`src/rtl/instr_fetch_unit_pkg.sv`:
```
// Shared fetch-stage types: FSM state, RV32I instruction formats, queue entry.
package instr_fetch_unit_pkg;

  localparam int              XLEN             = 32;
  localparam logic [XLEN-1:0] RESET_PC_DEFAULT = 32'h0000_0000;

  typedef enum logic [1:0] {BOOT, RUN, FAULT} fetchState_t;

  typedef struct packed {
    logic [24:0] payload;
    logic [6:0]  opcode;
  } instruction_generic_t;

  typedef struct packed {
    logic [6:0] funct7;
    logic [4:0] rs2;
    logic [4:0] rs1;
    logic [2:0] funct3;
    logic [4:0] rd;
    logic [6:0] opcode;
  } instruction_r_t;

  typedef struct packed {
    logic [11:0] imm;
    logic [4:0]  rs1;
    logic [2:0]  funct3;
    logic [4:0]  rd;
    logic [6:0]  opcode;
  } instruction_i_t;

  typedef struct packed {
    logic [6:0] imm_hi;
    logic [4:0] rs2;
    logic [4:0] rs1;
    logic [2:0] funct3;
    logic [4:0] imm_lo;
    logic [6:0] opcode;
  } instruction_s_t;

  typedef struct packed {
    logic [19:0] imm;
    logic [4:0]  rd;
    logic [6:0]  opcode;
  } instruction_u_t;

  typedef struct packed {
    instruction_generic_t  instr;
    logic [XLEN-1:0]       pc;
  } fetchEntry_t;

  function automatic logic [6:0] instr_opcode(input instruction_generic_t i);
    return i.opcode;
  endfunction

endpackage

```
`src/rtl/instr_fetch_unit_fetch_fifo.sv`:
```
// Synchronous in-order FIFO with push/pop/flush and occupancy count.
// DEPTH must be a power of two so the pointers wrap naturally.
module fetch_fifo #(
  parameter int WIDTH = 32,
  parameter int DEPTH = 2
) (
  input  logic                     clk,
  input  logic                     rstN,
  input  logic                     push,
  input  logic [WIDTH-1:0]         wdata,
  input  logic                     pop,
  input  logic                     flush,
  output logic [WIDTH-1:0]         head,
  output logic [$clog2(DEPTH):0]   count
);

  localparam int AW = $clog2(DEPTH);

  logic [DEPTH-1:0][WIDTH-1:0] mem;
  logic [AW-1:0]               wr_ptr;
  logic [AW-1:0]               rd_ptr;
  logic                        do_push;
  logic                        do_pop;

  assign do_push = push && (count != (AW+1)'(DEPTH));
  assign do_pop  = pop && (count != '0);
  assign head    = mem[rd_ptr];

  always_ff @(posedge clk or negedge rstN) begin
    if (!rstN) begin
      mem    <= '0;
      wr_ptr <= '0;
      rd_ptr <= '0;
      count  <= '0;
    end else if (flush) begin
      wr_ptr <= '0;
      rd_ptr <= '0;
      count  <= '0;
    end else begin
      if (do_push) begin
        mem[wr_ptr] <= wdata;
        wr_ptr      <= wr_ptr + 1'b1;
      end
      if (do_pop) rd_ptr <= rd_ptr + 1'b1;
      count <= count + (AW+1)'(do_push) - (AW+1)'(do_pop);
    end
  end

  no_overflow: assert property (@(posedge clk) disable iff (!rstN)
    !(push && count == (AW+1)'(DEPTH)));

endmodule

```
`src/rtl/instr_fetch_unit.sv`:
```
// RV32I fetch stage: PC, credit-limited imem requests, pending-PC and instruction queues.
// FETCH_MISALIGN_CHECK_EN adds the FAULT state and the fetchMisaligned port.
module instr_fetch_unit
  import instr_fetch_unit_pkg::*;
#(
  parameter logic [XLEN-1:0] RESET_PC   = RESET_PC_DEFAULT,
  parameter int              FIFO_DEPTH = 2
) (
  input  logic                 clk,
  input  logic                 rstN,
  output logic                 imemReqValid,
  input  logic                 imemReqReady,
  output logic [XLEN-1:0]      imemReqAddr,
  input  logic                 imemRspValid,
  input  logic [31:0]          imemRspData,
  input  logic                 redirectValid,
  input  logic [XLEN-1:0]      redirectPc,
  output logic                 instrValid,
  input  logic                 instrReady,
  output instruction_generic_t instr,
  output logic [XLEN-1:0]      instrPc
`ifdef FETCH_MISALIGN_CHECK_EN
  ,
  output logic                 fetchMisaligned
`endif
);

  localparam int CW = $clog2(FIFO_DEPTH) + 1;

  fetchState_t     state;
  logic [XLEN-1:0] pc;
  logic [CW-1:0]   outstanding;
  logic [CW-1:0]   iq_count;
  logic [CW-1:0]   drop_cnt;
  logic [CW:0]     credit_use;
  logic            req_fire;
  logic            pop;
  logic            redirect_act;
  logic            iq_push;
  logic [XLEN-1:0] redirect_tgt;
  logic [XLEN-1:0] pend_head;
  fetchEntry_t     iq_wdata;
  fetchEntry_t     iq_head;

  assign pop          = instrValid & instrReady;
  assign instrValid   = iq_count != '0;
  assign instr        = iq_head.instr;
  assign instrPc      = iq_head.pc;
  assign imemReqAddr  = pc;
  // Every in-flight request (stale or not) plus every queued word holds one slot.
  assign credit_use   = {1'b0, outstanding} + {1'b0, iq_count} - (CW+1)'(pop);
  assign imemReqValid = (state == RUN) && (credit_use < (CW+1)'(FIFO_DEPTH));
  assign req_fire     = imemReqValid & imemReqReady;
  assign redirect_act = redirectValid && (state != BOOT);

`ifdef FETCH_MISALIGN_CHECK_EN
  logic misaligned;
  assign misaligned      = redirectPc[1:0] != 2'b00;
  assign redirect_tgt    = redirectPc;
  assign fetchMisaligned = state == FAULT;
`else
  assign redirect_tgt    = redirectPc & ~XLEN'(3);
`endif

  // Responses in the redirect cycle and while draining stale requests are dropped.
  assign iq_push  = imemRspValid && (drop_cnt == '0) && !redirect_act;
  assign iq_wdata = '{instr: instruction_generic_t'(imemRspData), pc: pend_head};

  always_ff @(posedge clk or negedge rstN) begin
    if (!rstN) begin
      state    <= BOOT;
      pc       <= RESET_PC;
      drop_cnt <= '0;
    end else begin
      case (state)
        BOOT:  state <= RUN;
`ifdef FETCH_MISALIGN_CHECK_EN
        RUN:   if (redirect_act && misaligned) state <= FAULT;
        FAULT: if (redirect_act && !misaligned) state <= RUN;
`endif
        default: state <= RUN;
      endcase

      if (redirect_act)  pc <= redirect_tgt;
      else if (req_fire) pc <= pc + XLEN'(4);

      if (redirect_act)
        drop_cnt <= outstanding + CW'(req_fire) - CW'(imemRspValid);
      else if (imemRspValid && drop_cnt != '0)
        drop_cnt <= drop_cnt - 1'b1;
    end
  end

  fetch_fifo #(.WIDTH(XLEN), .DEPTH(FIFO_DEPTH)) u_pend_q (
    .clk   (clk),
    .rstN  (rstN),
    .push  (req_fire),
    .wdata (pc),
    .pop   (imemRspValid),
    .flush (1'b0),
    .head  (pend_head),
    .count (outstanding)
  );

  fetch_fifo #(.WIDTH($bits(fetchEntry_t)), .DEPTH(FIFO_DEPTH)) u_instr_q (
    .clk   (clk),
    .rstN  (rstN),
    .push  (iq_push),
    .wdata (iq_wdata),
    .pop   (pop),
    .flush (redirect_act),
    .head  (iq_head),
    .count (iq_count)
  );

endmodule

```
`config.mk`:
```
export PLATFORM = sky130hd
export DESIGN_NAME = instr_fetch_unit
export DESIGN_NICKNAME = d
export VERILOG_FILES = /design/src/rtl/instr_fetch_unit_pkg.sv /design/src/rtl/instr_fetch_unit_fetch_fifo.sv /design/src/rtl/instr_fetch_unit.sv
export SDC_FILE = /design/constraint.sdc
export NUM_CORES = 1
export LEC_CHECK = 0
export CAP_MARGIN = 30
export CORE_MARGIN = 3
export CORE_UTILIZATION = 35
export DETAILED_ROUTE_END_ITERATION = 7
export HOLD_SLACK_MARGIN = 0.08
export PLACE_DENSITY_LB_ADDON = 0.25
export SLEW_MARGIN = 20
export SYNTH_ARGS = -nofsm -noshare
export SYNTH_HDL_FRONTEND = slang
export SYNTH_SLANG_ARGS = --single-unit
```
`constraint.sdc`:
```
create_clock -name clk -period 2.74 [get_ports clk]
set_input_delay 0.548 -clock clk [delete_from_list [all_inputs] [get_ports clk]]
set_output_delay 0.548 -clock clk [all_outputs]
set_load 0.02 [all_outputs]
```
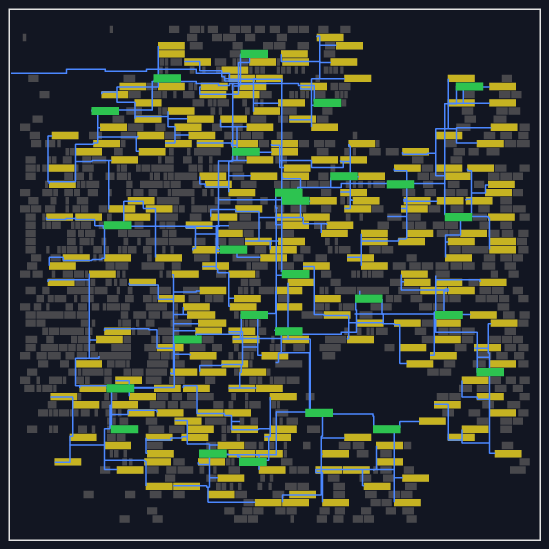
run_1/clk_routes.png
Drawn at 3 px/um.
Green shows clock drivers, count 26. Blue shows clock wires, length 3000 um. Yellow shows flip-flops, count 225.
Position of the flops: all over the die. There are 27 routed clock nets.
Clk pwr share: 22.0%
Worst-Skew Late Latency: 0.51 ns

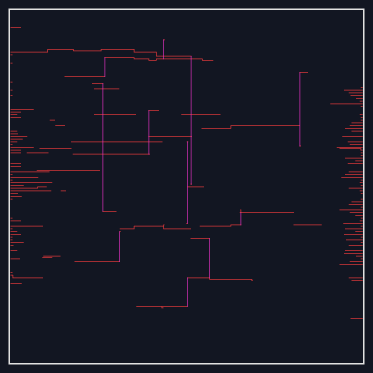
run_1/wires.png
Drawn at 2 px/um. Only two layers are drawn.
Magenta shows metal 4, wire length 301 um. Red shows metal 3, wire length 1260 um.
Total Wirelength: 25130 um
per-cell routed wire length: 17.69 um

==> results_slide.txt, run 1 <==
Synthesis and Place & Route Summary

Place
  • Pre-CTS setup slack: -0.5596 ns
  • IO Port Bufs: 161
  • Placed cells: 1356
  • Final HPWL DP: 16510 um
  • GPL Wtd Cong: 0.7877

STA
  • Final setup violation count: 32
  • Fin worst setup slack: -0.1497 ns
  • Relative slew slack: 18.15%
  • Slew @ Worst Pin: 1.224 ns
  • Hold Violations, Final: 0
  • Tmin final: 2.890 ns
  • RSZ-0062 raised after global routing: true
  • Max Slew Vio Count: 0
  • Final period util: 105.5%

Floorplan
  • Chip area: 31140 sq um
  • Core area: 28240 sq um
  • Number of I/O pins: 168
  • DIE WIDTH: 176.5 um
  • Die Height: 176.5 um
  • Fp util: 36.01%

Synthesis
  • Area leader share: 55.36%
  • Post-synthesis sequential area ratio: 55.36%
  • Distinct lib cells: 44
  • Synthesized area: 10170 sq um
  • Synth flops: 225
  • Top cell type by total area after synthesis: dfrtp_1
  • Synth warnings: 0
  • Cell count after synthesis: 827
  • Post-synthesis average cell area: 12.30 sq um
  • Area reported by Yosys stat: 10170 sq um
  • Yosys cell count: 827
  • Top cells by area: dfrtp_1, mux2_2, mux2_1

Drt
  • Via count: 6842
  • # DRC: 0
  • DRT iter0 DRCs: 314
  • Via density: 4.815
  • Routed wl met2: 11320 um
  • Drt pass-1 iters: 4
  • Top Metal Used: met4
  • Post-DRT Antenna Nets: 0
  • Wire length on met1: 12250 um
  • Met3 WL: 1264 um

Layout
  • Most numerous logic cell after layout: dfrtp_1
  • # diodes: 0
  • Share of cells above drive strength 1: 30.97%
  • Most frequent cells in the layout: dfrtp_1, mux2_2, clkdlybuf4s50_1, nand2_1, o21ai_0
  • Non-filler instance count after layout: 1421
  • Final nets: 1105
  • Fillers: 2520
  • Area grow syn2layout: 38.66%

Clock network
  • CTS tree: yes
  • Clock Path Buffers: 3
  • Clk slew on worst S/H paths: 0.06 ns
  • H-tree levels: 1
  • Cts bufs inserted: 26
  • # Post-CTS Setup Buffers: 7
  • Clk sinks: 225
  • Post-cts hold-fix buffer tally: 1
  • Cts repair resizes: 17

GRT
  • Grt total ovfl: 0
  • Vias in the first global route: 6733
  • Met3 GRT Util: 2.645%
  • Antenna violations before repair: 0
  • Pin count of the biggest net entering global routing: 93
  • GR Util met1: 23.57%
  • Gr usage total: 15.42%
  • GR peak layer: met1
  • Global-route wire length before repair: 38590 um
  • Met2 GRT Util: 23.04%

Run status
  • Failing checks: setup timing
  • Status: complete, but fails checks

Flow run
  • Max cap viols: 0
  • Count of tool warnings: 32

Hold path
  • Hold/Removal Path Class: register to register

Setup path
  • R2R Setup Slk: -0.14 ns
  • Worst path required time: 2.19 ns
  • Crit path kind: register to primary output
  • Critical Path Source Type: register
  • Worst Path Max Fanout: 3
  • CP arrival: 2.34 ns
  • Worst setup EP type: primary output

Pwr
  • Leak Pwr: 6.451 nW
  • PD cells: 1169 nW/um^2
  • Worst vdd ir: 0.0006985 V
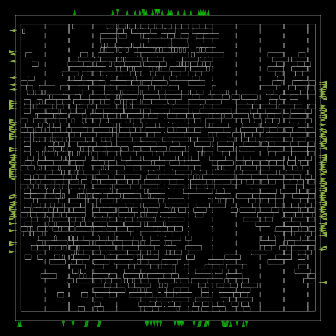
run_1/placement.png
Cell Rows: 61
final core occ: 49.93%

==> run 1: metrics by stage <==
stage	utilization [%]	area, sq um	hold WS (ns)	setup TNS (ns)	total power (W)
final	49.93	14100	0.4712	-3.390	0.01648
after global routing	49.93	14100	0.4903	-10.39	0.01749
after CTS	48.39	13670	0.4775	-2.850	0.01656
after detailed placement	44.50	12570	0.4642	-42.68	0.01268
after global placement	44.50	12570	0.4553	-39.50	0.01256
after floorplan	-	10350	0.2524	-4.395	0.009875
==> run 1: flip-flops by register name (all words and copies together) (netlist names), 2 cells and up <==
name,flops
u_instr_q.mem,124
u_pend_q.mem,60
imemReqAddr,30
drop_cnt,2
u_instr_q.count,2
u_pend_q.count,2
==> run 1: critical path: stages (launching register included) <==
cell and delay (ns):
dfrtp_1 0.40, inv_2 0.08, nand2_4 0.05, and2_4 0.14, ha_4 0.22, inv_4 0.05
nand2_2 0.04, fa_2 0.55, and3_4 0.20, buf_6 0.11
==> run 1: cell usage after synthesis, drive strengths merged <==
master  number
clkbuf      20
conb         2
or3b         1
o211ai       1
nor2b        1
or3          1
or4          1
a21boi       1
and3         2
and2         4
xor2         4
a211oi       2
o21a         1
nor3b        1
inv         16
mux2i       31
ha          10
nand3        5
nand4        5
dfrtp      225
nor3         9
nand2       77
and4         5
mux2       186
a21oi       32
and2b        2
fa           1
xnor2       35
buf         32
o21bai       1
nor2        41
o22ai        1
nor4        11
o21ai       59
or2          1
==> run 1: power breakdown <==
part | switching [W] | total (W) | leakage (nW) | internal [W]
Combinational | 0.00323 | 0.00719 | 3.17 | 0.00397
Sequential | 0.000897 | 0.00566 | 2.82 | 0.00476
Clock | 0.00134 | 0.00363 | 0.460 | 0.00229
Total | 0.00547 | 0.0165 | 6.45 | 0.0110
==> run 1: worst paths after layout <==
| check | start | cells past startpoint | to |
|---|---|---|---|
| hold reg to reg | u_instr_q.mem[91]$_DFFE_PN0P_ | 2 | u_instr_q.mem[91]$_DFFE_PN0P_ |
| setup reg to reg | u_instr_q.count[1]$_DFF_PN0_ | 13 | u_pend_q.mem[20]$_DFFE_PN0P_ |
| max in group asynchronous | rstN | 3 | u_instr_q.mem[90]$_DFFE_PN0P_ |
| setup / recovery | u_instr_q.count[1]$_DFF_PN0_ | 9 | imemReqValid |
| hold / removal | u_instr_q.mem[91]$_DFFE_PN0P_ | 2 | u_instr_q.mem[91]$_DFFE_PN0P_ |
| min in group asynchronous | rstN | 2 | u_instr_q.mem[118]$_DFFE_PN0P_ |
==> run 1: kinds of logic after synthesis <==
kind of cell / after synthesis / synth area share [%]
muxes: 217 / 23.65
DFF: 225 / 55.36
xor gates and xnor gates: 39 / 3.359
and+or+nand+nor: 167 / 7.616
other: 2 / 0.07385
buffers and inverters: 68 / 3.371
AOI/OAI and AO/OA: 98 / 5.143
adders and majority gates: 11 / 1.427
==> run 1: final cells by class <==
type                            count  area [sq um]  share of cell area, %
Clock inverter                      9         123.9                 0.8784
Tap cell                          378         473.0                  3.354
Clock buffer                       38         797.0                  5.652
Inverter                           16         62.56                 0.4437
Multi-Input combinational cell    537          4602                  32.64
Timing Repair Buffer              218          2410                  17.09
Sequential cell                   225          5633                  39.95
==> run 1 -> run 2 <==
Settings changed: ABC_CLOCK_PERIOD_IN_PS from default to 2740, CTS_BUF_LIST from default to sky130_fd_sc_hd__clkbuf_4.
==> results_slide.txt, run 2 <==
Synthesis and Place & Route Summary

Setup path
  • Reg-to-reg endpoint: u_pend_q.mem[24]$_DFFE_PN0P_ (was u_pend_q.mem[20]$_DFFE_PN0P_)
  • CP Cell Sequence: inv_2, nand2_4, and2_4, ha_4, inv_4, nand2_2, fa_2, and3_4, buf_6 (unchanged)
  • Critical Path Source Type: register (unchanged)
  • Worst r2r src: u_instr_q.count[0]$_DFF_PN0_ (was u_instr_q.count[1]$_DFF_PN0_)
  • Crit path kind: register to primary output (unchanged)
  • R2R cell count: 14 (was 13)
  • Worst setup EP type: primary output (unchanged)
  • Critical Path Max Stage Delay: 0.54 ns (was 0.55 ns)
  • Slowest CP cell: fa_2 (unchanged)
  • Worst Path Max Fanout: 2 (was 3)
  • R2R Setup Slk: -0.27 ns (was -0.14 ns)
  • CP arrival: 2.51 ns (was 2.34 ns)
  • Worst path required time: 2.19 ns (about the same)

Layout
  • Top reg by flops: u_instr_q.mem (unchanged)
  • Max reg flops: 124 (unchanged)
  • Most frequent cells in the layout: dfrtp_1, mux2_2, clkdlybuf4s50_1, clkbuf_4, nand2_1 (was dfrtp_1, mux2_2, clkdlybuf4s50_1, nand2_1, o21ai_0)
  • Share of cells above drive strength 1: 34.78% (was 30.97%)
  • Most numerous logic cell after layout: dfrtp_1 (unchanged)
  • Area grow syn2layout: 37.11% (was 38.66%)
  • Final nets: 1148 (was 1105)
  • Non-filler instance count after layout: 1487 (was 1421)

Synthesis
  • Synth flops: 225 (unchanged)
  • Top cell type by total area after synthesis: dfrtp_1 (unchanged)
  • Post-synth EDFFs: 0 (unchanged)
  • Main synth FF type: dfrtp_1 (unchanged)
  • Area leader share: 55.36% (unchanged)
  • Distinct lib cells: 44 (unchanged)
  • Post-synthesis sequential area ratio: 55.36% (unchanged)
  • Post-synthesis average cell area: 12.30 sq um (unchanged)
  • Top-count cell post-synth: dfrtp_1 (unchanged)
  • Top cells by area: dfrtp_1, mux2_2, mux2_1 (unchanged)
  • Cell count after synthesis: 827 (unchanged)
  • Synthesized area: 10170 sq um (unchanged)
  • Yosys cell count: 827 (unchanged)
  • Synth async-reset ratio: 100.0% (unchanged)
  • Area reported by Yosys stat: 10170 sq um (unchanged)
  • Synth warnings: 0 (unchanged)
  • Post-synth top cells: dfrtp_1, mux2_2, nand2_1 (unchanged)

Clock network
  • Clk slew on worst S/H paths: 0.07 ns (was 0.06 ns)
  • Clk sinks: 225 (unchanged)
  • Root Driver: clkbuf_4 (was clkbuf_16)
  • CTS tree: yes (unchanged)
  • Worst-Skew Late Latency: 0.70 ns (was 0.51 ns)
  • Clock Path Buffers: 3 (unchanged)
  • Cts bufs inserted: 61 (was 26)
  • H-tree levels: 2 (was 1)

Floorplan
  • Fp util: 36.01% (unchanged)
  • Cell Rows: 61 (unchanged)
  • Die Height: 176.5 um (unchanged)
  • Chip area: 31140 sq um (unchanged)
  • DIE WIDTH: 176.5 um (unchanged)
  • Number of I/O pins: 168 (unchanged)

STA
  • Final TNS setup: -10.56 ns (was -3.390 ns)
  • Final setup violation count: 83 (was 32)
  • Fin worst setup slack: -0.3154 ns (was -0.1497 ns)
  • RSZ-0062 raised after global routing: true (unchanged)
  • Clk_skew: 0.05994 ns (was 0.009698 ns)
  • Tmin final: 3.055 ns (was 2.890 ns)
  • Slew @ Worst Pin: 1.290 ns (was 1.224 ns)
  • Hold Violations, Final: 0 (unchanged)
  • F_max: 0.3273 GHz (was 0.3461 GHz)
  • Relative slew slack: 13.77% (was 18.15%)
  • Final period util: 111.5% (was 105.5%)
  • Max Slew Vio Count: 0 (unchanged)

Place
  • Final HPWL DP: 16510 um (unchanged)
  • Placed cells: 1356 (unchanged)
  • Pre-CTS setup slack: -0.5596 ns (unchanged)
  • GPL Wtd Cong: 0.7877 (unchanged)
  • IO Port Bufs: 161 (unchanged)

GRT
  • Grt total ovfl: 0 (unchanged)
  • Vias in the first global route: 7163 (was 6733)
  • Pin count of the biggest net entering global routing: 93 (unchanged)
  • Global-route wire length before repair: 39840 um (was 38590 um)
  • Antenna violations before repair: 1 (was 0)

Pwr
  • Cell Int Power: 0.009995 W (was 0.01101 W)
  • Switching power of the nets: 0.005496 W (was 0.005468 W)
  • Worst vdd ir: 0.0008433 V (was 0.0006985 V)
  • Logic pwr share: 44.9% (was 43.6%)
  • PD cells: 1111 nW/um^2 (was 1169 nW/um^2)
  • Leak Pwr: 6.377 nW (was 6.451 nW)
  • Switching share of total power: 35.48% (was 33.18%)
  • Final total power: 0.01549 W (was 0.01648 W)
  • Seq pwr share: 36.4% (was 34.3%)

Run status
  • Status: complete, but fails checks (unchanged)
  • Failing checks: setup timing (unchanged)

Drt
  • Drt pass-1 iters: 4 (unchanged)
  • Via density: 4.777 (was 4.815)
  • DRT iter0 DRCs: 302 (was 314)
  • Post-DRT Antenna Nets: 0 (unchanged)
  • # DRC: 0 (unchanged)

Hold path
  • Hold Crit Depth: 3 (was 2)
  • Hold Path End: imemReqAddr[16]$_DFFE_PN0P_ (was u_instr_q.mem[91]$_DFFE_PN0P_)
  • Hold Startpoint: redirectPc[16] (was u_instr_q.mem[91]$_DFFE_PN0P_)
  • Hold/Removal Path Class: primary input to register (was register to register)

Flow run
  • Count of tool warnings: 32 (unchanged)
  • Max cap viols: 0 (unchanged)
run 2: worst max-delay path, delay by kind of cell (launching register included):
kind / cells / cell delay [ns]
DFF: 1 / 0.38
buffers and inverters: 3 / 0.24
adders and majority gates: 2 / 0.75
and+or+nand+nor: 4 / 0.42
run 2: final cells by class:
| cell class | count | area, sq um |
|---|---|---|
| inverters | 16 | 62.56 |
| fillers | 2576 | 14300 |
| clock inverters | 15 | 85.08 |
| clock buffers | 88 | 660.6 |
| diodes | 2 | 5.005 |
| multi-input cells | 537 | 4664 |
| well taps | 378 | 473.0 |
| flip-flops and latches | 225 | 5633 |
| repair buffers | 226 | 2360 |
run 2: kinds of logic (layout without fill, tap and decap cells):
family	Yosys count	in the layout	synth area share, %
xor+xnor	39	39	3.359
mux	217	217	23.65
buf+inv	68	345	3.371
flops	225	225	55.36
other cells	2	7	0.07385
simple gates	167	167	7.616
fa+ha+maj	11	11	1.427
compound gates	98	98	5.143
run 2: power groups by stage:
stage | combinational, W | clock, W | sequential [W]
floorplan | 0.00443 | 0 | 0.00545
global placement | 0.00690 | 0 | 0.00565
detailed placement | 0.00698 | 0 | 0.00570
CTS | 0.00696 | 0.00303 | 0.00563
global route | 0.00753 | 0.00322 | 0.00582
finish | 0.00696 | 0.00290 | 0.00564
run 2: stage by stage:
stage	area, sq um	hold slack, ns
global placement	12570	0.4553
finish	13940	0.4085
floorplan	10350	0.2524
CTS	13690	0.3361
detailed placement	12570	0.4642
global route	13940	0.3966
run 2: routing by layer:
layer | track usage, % | up-vias | wire length, um
met1 | 23.49 | 3463 | 12190
met4 | 4.648 | 0 | 428
met2 | 23.65 | 211 | 11340
met5 | 0 | - | 0
met3 | 3.570 | 44 | 1385
li1 | - | 3385 | -
run 2: how the worst max path moves through the flow:
stage	from	to	slack, ns	depth (start not counted)
finish	u_instr_q.count[0]$_DFF_PN0_	imemReqValid	-0.32	9
global route	u_instr_q.count[0]$_DFF_PN0_	imemReqValid	-0.41	10
CTS	u_instr_q.count[0]$_DFF_PN0_	imemReqValid	-0.37	9
detailed placement	instrReady	imemReqValid	-0.56	9
global placement	instrReady	imemReqValid	-0.57	9
floorplan	u_instr_q.count[0]$_DFF_PN0_	u_pend_q.mem[10]$_DFFE_PN0P_	-0.15	14
run 2: repair_timing:
item                       CTS  global route
buffers inserted            11            10
gates resized              102            48
setup endpoints to repair  117            89
pin swaps                    4            16
hold endpoints to repair    58             0
hold buffers                 1             0
gates cloned                 7             2
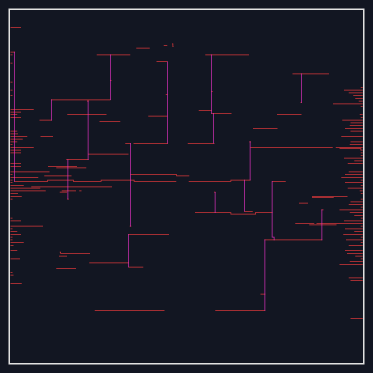
run_2/wires.png
Drawn at 2 px/um. Only two layers are drawn.
Red shows metal 3, wire length 1390 um. Magenta shows metal 4, wire length 429 um.
Total Wirelength: 25340 um
via count: 7103
gr usage total: 15.97%
per-cell routed wire length: 17.04 um

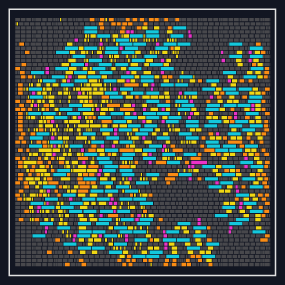
run_2/placement_by_type.png
Drawn at 1.5 px/um. Fill, decap, tap and diode cells in grey.
Magenta shows clock drivers and dummy loads, cells 103. Yellow shows combinational and other logic, cells 553. Cyan shows sequential cells, cells 225. Orange shows remaining buffers and delay cells, cells 226.
Seq/total area: 40.40%
final core occ: 49.38%
core area: 28240 sq um
Post-Layout Inst Area: 13940 sq um

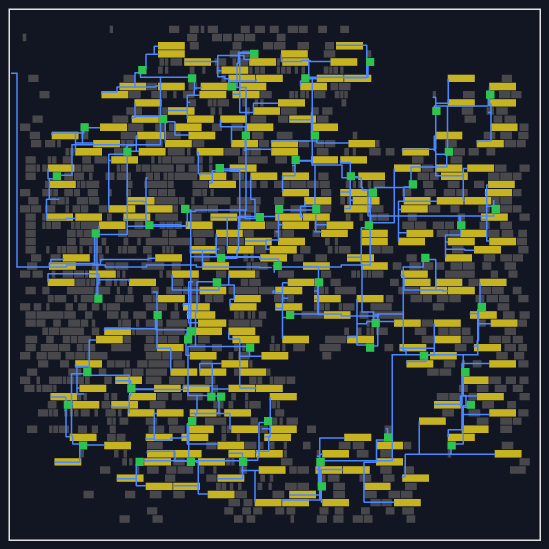
run_2/clk_routes.png
Drawn at 3 px/um.
Clk pwr share: 18.7%
P_clk: 0.00290 W

==> run 2 -> run 3 <==
Settings changed: CAP_MARGIN 30 to 20.
==> results_slide.txt, run 3 <==
Synthesis and Place & Route Summary

Run status
  • Status: complete, but fails checks (unchanged)
  • Failing checks: setup timing (unchanged)

Clock network
  • CTS tree: yes (unchanged)
  • Cts bufs inserted: 61 (unchanged)
  • Clk sinks: 225 (unchanged)
  • Root Driver: clkbuf_4 (unchanged)
  • Clk slew on worst S/H paths: 0.07 ns (about the same)
  • H-tree levels: 2 (unchanged)

Drt
  • Post-DRT Antenna Nets: 0 (unchanged)
  • DRT iter0 DRCs: 302 (unchanged)
  • Total Wirelength: 25340 um (unchanged)
  • # DRC: 0 (unchanged)
  • Per-cell routed wire length: 17.04 um (unchanged)
  • Via density: 4.777 (unchanged)
  • Drt pass-1 iters: 4 (unchanged)
  • Via count: 7103 (unchanged)

Synthesis
  • Post-synthesis sequential area ratio: 55.36% (unchanged)
  • Cell count after synthesis: 827 (unchanged)
  • Yosys cell count: 827 (unchanged)
  • Main synth FF type: dfrtp_1 (unchanged)
  • Area leader share: 55.36% (unchanged)
  • Post-synthesis average cell area: 12.30 sq um (unchanged)
  • Synth async-reset ratio: 100.0% (unchanged)
  • Synth warnings: 0 (unchanged)
  • Synthesized area: 10170 sq um (unchanged)
  • Top cell type by total area after synthesis: dfrtp_1 (unchanged)
  • Top-count cell post-synth: dfrtp_1 (unchanged)
  • Distinct lib cells: 44 (unchanged)
  • Synth flops: 225 (unchanged)

Layout
  • Fillers: 2576 (unchanged)
  • Final nets: 1148 (unchanged)
  • Share of cells above drive strength 1: 34.78% (unchanged)
  • Top reg by flops: u_instr_q.mem (unchanged)
  • Area grow syn2layout: 37.11% (unchanged)
  • Most frequent cells in the layout: dfrtp_1, mux2_2, clkdlybuf4s50_1, clkbuf_4, nand2_1 (unchanged)
  • Post-Layout Inst Area: 13940 sq um (unchanged)
  • Most numerous logic cell after layout: dfrtp_1 (unchanged)

STA
  • Slew @ Worst Pin: 1.290 ns (unchanged)
  • F_max: 0.3273 GHz (unchanged)
  • Relative slew slack: 13.77% (unchanged)
  • Final period util: 111.5% (unchanged)
  • Tmin final: 3.055 ns (unchanged)
  • Fin worst setup slack: -0.3154 ns (unchanged)
  • RSZ-0062 raised after global routing: true (unchanged)
  • Final setup violation count: 83 (unchanged)
  • Max Slew Vio Count: 0 (unchanged)
  • Hold Violations, Final: 0 (unchanged)

Place
  • Post-place instance area: 12570 sq um (unchanged)
  • Final HPWL DP: 16510 um (unchanged)
  • IO Port Bufs: 161 (unchanged)
  • GPL Wtd Cong: 0.7877 (unchanged)

GRT
  • Grt total ovfl: 0 (unchanged)
  • Pin count of the biggest net entering global routing: 93 (unchanged)
  • Gr usage total: 15.97% (unchanged)
  • Global-route wire length before repair: 39840 um (unchanged)
  • Antenna violations before repair: 1 (unchanged)
  • Vias in the first global route: 7163 (unchanged)

Setup path
  • Crit path kind: register to primary output (unchanged)
  • Worst Path Max Fanout: 2 (unchanged)
  • Critical Path Source Type: register (unchanged)
  • CP arrival: 2.51 ns (about the same)
  • Worst setup EP type: primary output (unchanged)

Pwr
  • Final total power: 0.01549 W (unchanged)
  • PD cells: 1111 nW/um^2 (unchanged)

Floorplan
  • Cell Rows: 61 (unchanged)
  • Chip area: 31140 sq um (unchanged)
  • Core area: 28240 sq um (unchanged)
  • Number of I/O pins: 168 (unchanged)
  • Fp util: 36.01% (unchanged)

Flow run
  • Max cap viols: 0 (unchanged)
  • Count of tool warnings: 32 (unchanged)

Hold path
  • Hold/Removal Path Class: primary input to register (unchanged)
-- run 3: cell counts in the layout (fill, tap and decap cells not counted) --
Identical to the previous run, type by type.
-- run 3: path summary, 6_finish.rpt --
path | startpoint | to | slack, ns | depth (start not counted)
worst min register to register | u_instr_q.mem[91]$_DFFE_PN0P_ | u_instr_q.mem[91]$_DFFE_PN0P_ | 0.47 | 2
max in group asynchronous | rstN | u_pend_q.mem[58]$_DFFE_PN0P_ | 1.43 | 3
worst max-delay path | u_instr_q.count[0]$_DFF_PN0_ | imemReqValid | -0.32 | 9
worst min-delay path | redirectPc[16] | imemReqAddr[16]$_DFFE_PN0P_ | 0.41 | 3
min in group asynchronous | rstN | u_instr_q.mem[118]$_DFFE_PN0P_ | 0.43 | 2
worst max register to register | u_instr_q.count[0]$_DFF_PN0_ | u_pend_q.mem[24]$_DFFE_PN0P_ | -0.27 | 14
-- run 3: critical path, delay by kind of cell, from the launching register on --
kind / cells / cell delay (ns)
adder cells (fa/ha/maj): 2 / 0.75
buffers and inverters: 3 / 0.24
flip-flops: 1 / 0.38
AND/OR/NAND/NOR: 4 / 0.42
-- run 3: final cells by class --
type	instances	area (sq um)	area share, %
Clock inverter	15	85.08	0.6102
Inverter	16	62.56	0.4487
Clock buffer	88	660.6	4.738
Multi-Input combinational cell	537	4664	33.45
Tap cell	378	473.0	3.392
Antenna cell	2	5.005	0.03589
Timing Repair Buffer	226	2360	16.92
Sequential cell	225	5633	40.40
-- run 3: cell families after synthesis --
logic type	share of synthesized area, %
fa+ha+maj	1.427
simple gates	7.616
buf+inv	3.371
compound gates	5.143
other cells	0.07385
flops	55.36
mux	23.65
xor+xnor	3.359
-- run 3: per-layer routing --
layer / wire, um / GRT usage, % / vias to the layer above
met5: 0 / 0 / -
met4: 428 / 4.648 / 0
met3: 1385 / 3.570 / 44
met2: 11340 / 23.65 / 211
met1: 12190 / 23.49 / 3463
li1: - / - / 3385
-- run 3: power breakdown --
part           switching [W]  internal, W  total [W]
combinational        0.00327      0.00369    0.00696
sequential          0.000880      0.00476    0.00564
clock                0.00135      0.00155    0.00290
-- run 3: per-stage QoR --
step | utilization [%] | hold WS [ns] | std cells | setup TNS [ns]
after global routing | 49.38 | 0.3966 | 1487 | -17.51
final | 49.38 | 0.4085 | 1487 | -10.56
after floorplan | - | 0.2524 | 830 | -4.395
after detailed placement | 44.50 | 0.4642 | 1356 | -42.68
after CTS | 48.49 | 0.3361 | 1478 | -9.398
after global placement | 44.50 | 0.4553 | 1356 | -39.50
-- run 3: what timing repair did --
item | 4_1_cts | 5_1_grt
setup buffers | 11 | 10
gates cloned | 7 | 2
gates resized | 102 | 48
hold buffers | 1 | 0
pin swaps | 4 | 16
hold endpoints to repair | 58 | 0
setup endpoints to repair | 117 | 89
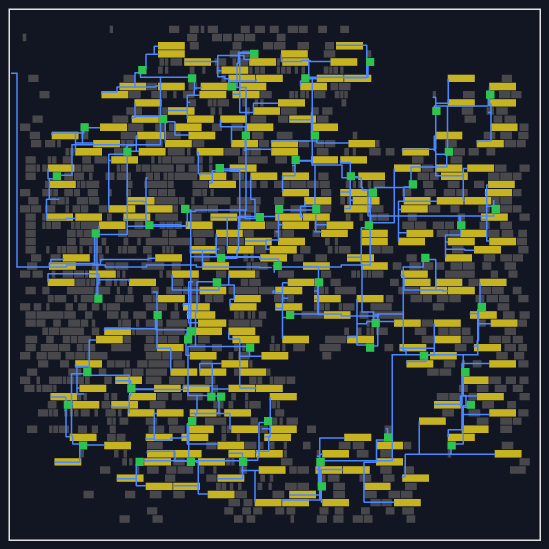
run_3/clk_routes.png
Drawn at 3 px/um.
Worst-Skew Late Latency: 0.70 ns
clk_skew: 0.05994 ns

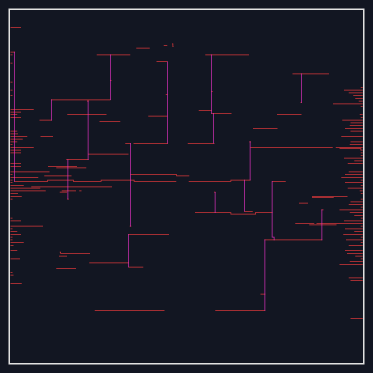
run_3/wires.png
Drawn at 2 px/um. Only two layers are drawn.

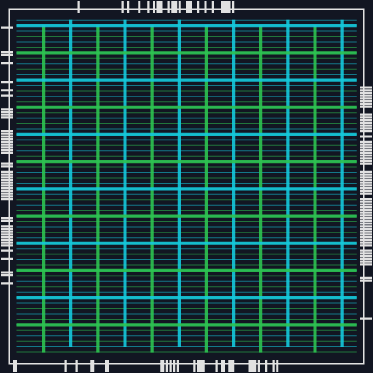
run_3/power_grid.png
Drawn at 2 px/um. Pins as bars on the die edge.
Cyan shows VDD. Green shows VSS.
12 straps on met5. 62 met1 rails follow the rows.
Die Height: 176.5 um
DIE WIDTH: 176.5 um
worst vdd ir: 0.0008433 V

No activity file was given, so power comes from the tool's default toggle rates.
